**config.mk**
```make
export PLATFORM = sky130hd
export DESIGN_NAME = seg7_scan_ctrl
export DESIGN_NICKNAME = d
export VERILOG_FILES = /design/src/rtl/seg7_pkg.sv /design/src/rtl/hex7seg.sv /design/src/rtl/seg7_scan_ctrl.sv
export SDC_FILE = /design/constraint.sdc
export NUM_CORES = 1
export LEC_CHECK = 0
export CAP_MARGIN = 25
export CORE_MARGIN = 2
export CORE_UTILIZATION = 58
export CTS_BUF_LIST = sky130_fd_sc_hd__clkbuf_2
export CTS_CLUSTER_SIZE = 8
export DETAILED_ROUTE_END_ITERATION = 10
export PLACE_DENSITY = 0.82
export SLEW_MARGIN = 20
export SYNTH_ARGS = -nofsm -noshare
export SYNTH_HDL_FRONTEND = slang
export SYNTH_SLANG_ARGS = --single-unit
```
**constraint.sdc**
```tcl
create_clock -name clk -period 3.5 [get_ports clk]
set_clock_uncertainty 0.05 [all_clocks]
set_input_delay 0.525 -clock clk [delete_from_list [all_inputs] [get_ports clk]]
set_output_delay 0.525 -clock clk [all_outputs]
set_load 0.02 [all_outputs]
```
**src/rtl/seg7_pkg.sv**
```systemverilog
// Shared definitions for the seven-segment scan controller: segment bit
// positions, the unlit segment pattern and the scan FSM state type.
package seg7_pkg;

  // Bit positions inside a {g,f,e,d,c,b,a} segment vector
  localparam int SEG_A = 0;
  localparam int SEG_B = 1;
  localparam int SEG_C = 2;
  localparam int SEG_D = 3;
  localparam int SEG_E = 4;
  localparam int SEG_F = 5;
  localparam int SEG_G = 6;

  // All segments unlit, in active-high (logical) form
  localparam logic [6:0] SEG_OFF = 7'b000_0000;

  typedef enum logic {
    BLANK = 1'b0,
    DRIVE = 1'b1
  } scan_state_t;

endpackage

```
**src/rtl/hex7seg.sv**
```systemverilog
// Hex nibble to seven-segment decoder. Output is active-high (1 = lit),
// ordered {g,f,e,d,c,b,a}.
module hex7seg
  import seg7_pkg::*;
(
  input  logic [3:0] nibble,
  output logic [6:0] seg
);

  // Pure lookup of the glyph for each hex digit
  always_comb begin
    seg = SEG_OFF;
    case (nibble)
      4'h0: seg = 7'h3F;
      4'h1: seg = 7'h06;
      4'h2: seg = 7'h5B;
      4'h3: seg = 7'h4F;
      4'h4: seg = 7'h66;
      4'h5: seg = 7'h6D;
      4'h6: seg = 7'h7D;
      4'h7: seg = 7'h07;
      4'h8: seg = 7'h7F;
      4'h9: seg = 7'h6F;
      4'hA: seg = 7'h77;
      4'hB: seg = 7'h7C;
      4'hC: seg = 7'h39;
      4'hD: seg = 7'h5E;
      4'hE: seg = 7'h79;
      4'hF: seg = 7'h71;
      default: seg = SEG_OFF;
    endcase
  end

endmodule

```
**src/rtl/seg7_scan_ctrl.sv**
```systemverilog
// Time-multiplexed scan controller for a multi-digit seven-segment display.
// New values land in a pending buffer and are promoted to the displayed
// copy only at frame end, so a frame never mixes old and new digits.
module seg7_scan_ctrl
  import seg7_pkg::*;
#(
  parameter int NUM_DIGITS     = 4,
  parameter int SCAN_DIV       = 100000,
  parameter int BLANK_CYCLES   = 1000,
  parameter int SEG_ACTIVE_LOW = 1,
  parameter int AN_ACTIVE_LOW  = 1
) (
  input  logic                    clk,
  input  logic                    rst,
  input  logic                    enable,
  input  logic                    zero_suppress,
  input  logic [4*NUM_DIGITS-1:0] value_in,
  input  logic [NUM_DIGITS-1:0]   dp_in,
  input  logic                    load_valid,
  output logic                    load_ready,
  output logic [NUM_DIGITS-1:0]   an,
  output logic [6:0]              seg,
  output logic                    dp,
  output logic                    frame_tick
);

  localparam int CW = (SCAN_DIV > 2) ? $clog2(SCAN_DIV) : 1;
  localparam int IW = (NUM_DIGITS > 2) ? $clog2(NUM_DIGITS) : 1;

  localparam logic [CW-1:0] BLANK_LAST = CW'(BLANK_CYCLES - 1);
  localparam logic [CW-1:0] DRIVE_LAST = CW'(SCAN_DIV - BLANK_CYCLES - 1);
  localparam logic [IW-1:0] LAST_IDX   = IW'(NUM_DIGITS - 1);

  localparam logic SEG_INV = (SEG_ACTIVE_LOW != 0);
  localparam logic AN_INV  = (AN_ACTIVE_LOW != 0);

  localparam logic [NUM_DIGITS-1:0] AN_DARK  = {NUM_DIGITS{AN_INV}};
  localparam logic [6:0]            SEG_DARK = {7{SEG_INV}};
  localparam logic [NUM_DIGITS-1:0] DIGIT0   = NUM_DIGITS'(1);

  scan_state_t               state;
  logic [CW-1:0]             cnt;
  logic [IW-1:0]             idx;

  logic [4*NUM_DIGITS-1:0]   active_val;
  logic [NUM_DIGITS-1:0]     active_dp;
  logic [4*NUM_DIGITS-1:0]   pending_val;
  logic [NUM_DIGITS-1:0]     pending_dp;
  logic                      pending_full;

  logic                      frame_end;
  logic [3:0]                cur_nibble;
  logic [6:0]                dec_seg;
  logic [NUM_DIGITS-1:0]     lead_zero;
  logic                      blank_digit;
  logic [6:0]                seg_lit;
  logic                      dp_lit;
  logic [NUM_DIGITS-1:0]     digit_sel;

  assign load_ready = ~pending_full;

  assign frame_end = enable && (state == DRIVE) && (idx == LAST_IDX) &&
                     (cnt == DRIVE_LAST);

  assign cur_nibble = active_val[4*idx +: 4];

  hex7seg u_dec (
    .nibble (cur_nibble),
    .seg    (dec_seg)
  );

  // lead_zero[i] is set when digit i and every digit above it hold zero
  always_comb begin
    lead_zero = '0;
    lead_zero[NUM_DIGITS-1] = (active_val[4*(NUM_DIGITS-1) +: 4] == 4'h0);
    for (int i = NUM_DIGITS - 2; i >= 0; i--) begin
      lead_zero[i] = lead_zero[i+1] && (active_val[4*i +: 4] == 4'h0);
    end
  end

  assign blank_digit = zero_suppress && (idx != '0) && lead_zero[idx];
  assign seg_lit     = blank_digit ? SEG_OFF : dec_seg;
  assign dp_lit      = ~blank_digit & active_dp[idx];
  assign digit_sel   = DIGIT0 << idx;

  // Scan FSM with registered pin outputs driven from the current slot
  always_ff @(posedge clk or posedge rst) begin
    if (rst) begin
      state      <= BLANK;
      cnt        <= '0;
      idx        <= '0;
      an         <= AN_DARK;
      seg        <= SEG_DARK;
      dp         <= SEG_INV;
      frame_tick <= 1'b0;
    end else if (!enable) begin
      state      <= BLANK;
      cnt        <= '0;
      idx        <= '0;
      an         <= AN_DARK;
      seg        <= SEG_DARK;
      dp         <= SEG_INV;
      frame_tick <= 1'b0;
    end else begin
      frame_tick <= frame_end;
      if (state == DRIVE) begin
        an  <= digit_sel ^ AN_DARK;
        seg <= seg_lit ^ SEG_DARK;
        dp  <= dp_lit ^ SEG_INV;
      end else begin
        an  <= AN_DARK;
        seg <= SEG_DARK;
        dp  <= SEG_INV;
      end
      case (state)
        BLANK: begin
          if (cnt == BLANK_LAST) begin
            cnt   <= '0;
            state <= DRIVE;
          end else begin
            cnt <= cnt + 1'b1;
          end
        end
        DRIVE: begin
          if (cnt == DRIVE_LAST) begin
            cnt   <= '0;
            state <= BLANK;
            idx   <= (idx == LAST_IDX) ? '0 : idx + 1'b1;
          end else begin
            cnt <= cnt + 1'b1;
          end
        end
        default: begin
          cnt   <= '0;
          state <= BLANK;
        end
      endcase
    end
  end

  // Pending/active double buffer: capture when empty, promote at frame end
  always_ff @(posedge clk or posedge rst) begin
    if (rst) begin
      pending_val  <= '0;
      pending_dp   <= '0;
      pending_full <= 1'b0;
      active_val   <= '0;
      active_dp    <= '0;
    end else begin
      if (frame_end && pending_full) begin
        active_val   <= pending_val;
        active_dp    <= pending_dp;
        pending_full <= 1'b0;
      end
      if (load_valid && !pending_full) begin
        pending_val  <= value_in;
        pending_dp   <= dp_in;
        pending_full <= 1'b1;
      end
    end
  end

endmodule

```
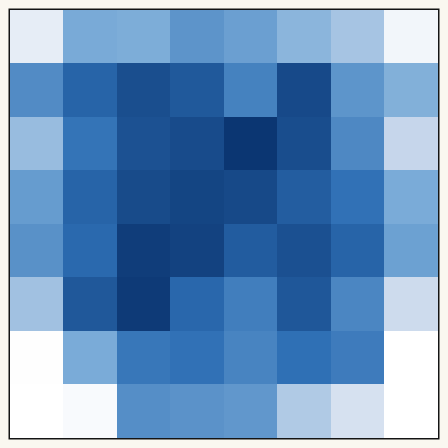
**Above:** run 1 (placement density heat map).
The die is cut into 8 by 8 equal tiles; white is low, dark blue is high, 0 to 100% covered.
mean over tiles = 60%
nearly empty tiles = 6.2%
fullest tile = 98%
tiles over 75% full = 36%
final core occ: 70.9%
area of the core: 5990 um2
floorplan core density: 60.4%

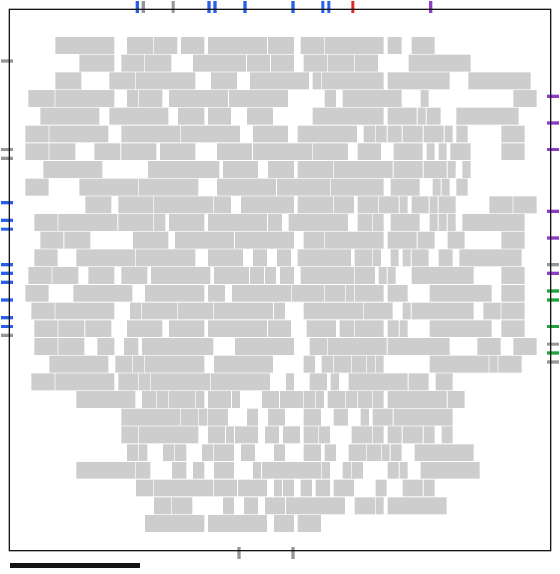
**Above:** run 1 (pin map).
Bar = 20 um. Pins as bars across the die edge, other pins in grey.
dp -> red  # pins 1, direction output, edge top
seg -> purple  # pins 7, direction output, edge 6 right, 1 top
value_in -> blue  # pins 16, direction input, edge 9 left, 7 top
an -> green  # pins 4, direction output, edge right
all pins by edge = 13 right, 13 left, 11 top, 2 bottom

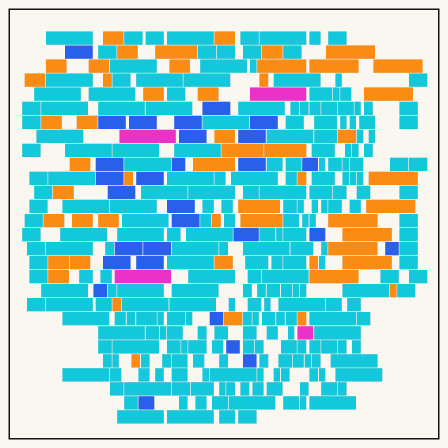
**Above:** run 1 (sizing map).
drive 1 or less -> cyan  # cells 254
drive 3 to 4 -> blue  # cells 29
drive 6 and up -> magenta  # cells 4
drive 2 -> orange  # cells 52

==> impl_metrics.json, run 1 <==
{
  "nNetsFinal": 370,
  "drive_above_1_share_pct": 25.1,
  "power_leader": "registers",
  "required_ns": 3.87,
  "register_area_um2": 1870,
  "edf_count": 0,
  "portBuffers": 38,
  "inverters": 13,
  "synth.most_common_cell": "dfrtp_1",
  "netlist_area_um2": 3620,
  "vias": 2392,
  "cts-hold-fix-buffers": 0,
  "drc": 0,
  "fillerInstances": 412,
  "wl_met1_um": 3230,
  "antenna_left": 0,
  "tns_ns": 0,
  "met2_usage_pct": 31.8,
  "hold_viol_final": 0,
  "period_used_pct": 81.6,
  "min_period_ns": 2.86,
  "p_comb_w": 0.0000839,
  "clk_pin_slew_ns": 0.23,
  "area_share_nonclk_buffers_pct": 10.0,
  "cts_tree": "done",
  "p_clk_share_pct": 39.2,
  "power.total_w": 0.00163,
  "instances_no_fill": 414,
  "io_pins": 39,
  "r2r_cells": 4,
  "wl_um": 6820,
  "clock_cell_area_share_pct": 4.01,
  "cp.buffers_inverters": 0,
  "cts-resized-gates": 0,
  "synthDistinctLibCells": 52,
  "final_area_um2": 4250,
  "drt_pass1_iterations": 4,
  "status": "complete, no violations",
  "finalWeightedCongestion": 0.829,
  "worst-setup-path-type": "reg2reg",
  "dp_slack_ns": 0.676,
  "buffers": 44,
  "placedCellCount": 398,
  "clock_latency_ns": 0.51,
  "drt_iter0_markers": 200,
  "worstSetupEndpointType": "flop",
  "cp_cell_sequence": "or4_1, or4_1, or4b_4, mux2_4",
  "endpoint": "active_val[2]$_DFFE_PP0P_",
  "layout_top_cell": "dfrtp_1",
  "logic_gates": 192,
  "crit_start": "cnt[14]$_DFF_PP0_",
  "clk-power_w": 0.000638,
  "nClkBuffers": 9
}
## Run 2: what changed since run 1
- clock period: 3.5 -> 2.82 ns (I/O delays scaled with it)
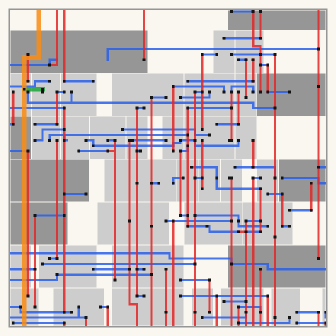
**Above:** run 2 (zoomed window).
Window x 52 to 72, y 52 to 72 um. Cells in grey, sequential cells in the stronger grey; small squares are vias.
met3 -> green
met4 -> orange
met2 -> red
met1 -> blue
cells with their middle in the window = 34
sequential cells in the window = 3
most frequent = ha_1 (5), nor2_1 (4), nand2_1 (4)

==> impl_metrics.json, run 2 <==
{
  "status": "complete, no violations",
  "register_area_um2": 1870,
  "met2_usage_pct": 32.1,
  "endpoint": "active_val[9]$_DFFE_PP0P_",
  "clock_cell_area_share_pct": 3.22,
  "inverters": 13,
  "logic_gates": 194,
  "r2r_cells": 4,
  "period_used_pct": 96.4,
  "cts-hold-fix-buffers": 0,
  "nClkBuffers": 9,
  "hold_viol_final": 0,
  "clk-power_w": 0.000669,
  "drive_above_1_share_pct": 26.2,
  "crit_start": "cnt[13]$_DFF_PP0_",
  "required_ns": 3.21,
  "antenna_left": 0,
  "final_util_pct": 71.4,
  "drc": 0,
  "tns_ns": 0,
  "worstSetupEndpointType": "flop",
  "synthDistinctLibCells": 52,
  "cp_cell_sequence": "or4_1, or4_4, or4b_4, mux2_4",
  "buffers": 47,
  "placedCellCount": 401,
  "coreArea_um2": 5990,
  "p_comb_w": 0.000103,
  "min_period_ns": 2.72,
  "clock_latency_ns": 0.52,
  "power.total_w": 0.00190,
  "worst-setup-path-type": "reg2reg",
  "cts_tree": "done",
  "nNetsFinal": 375,
  "cts-resized-gates": 3,
  "io_pins": 39,
  "layout_top_cell": "dfrtp_1",
  "clk_pin_slew_ns": 0.21,
  "portBuffers": 38,
  "cp.buffers_inverters": 0
}
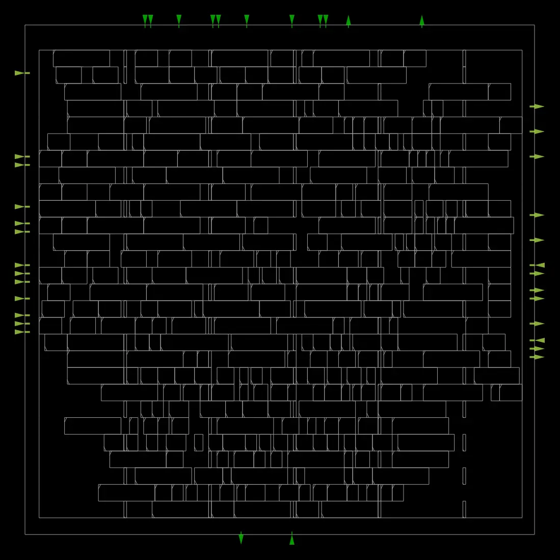
**Above:** run 2 (placed standard cells).
filler instances: 417
flop count: 74
Seq area share: 43.6%
site row count: 28

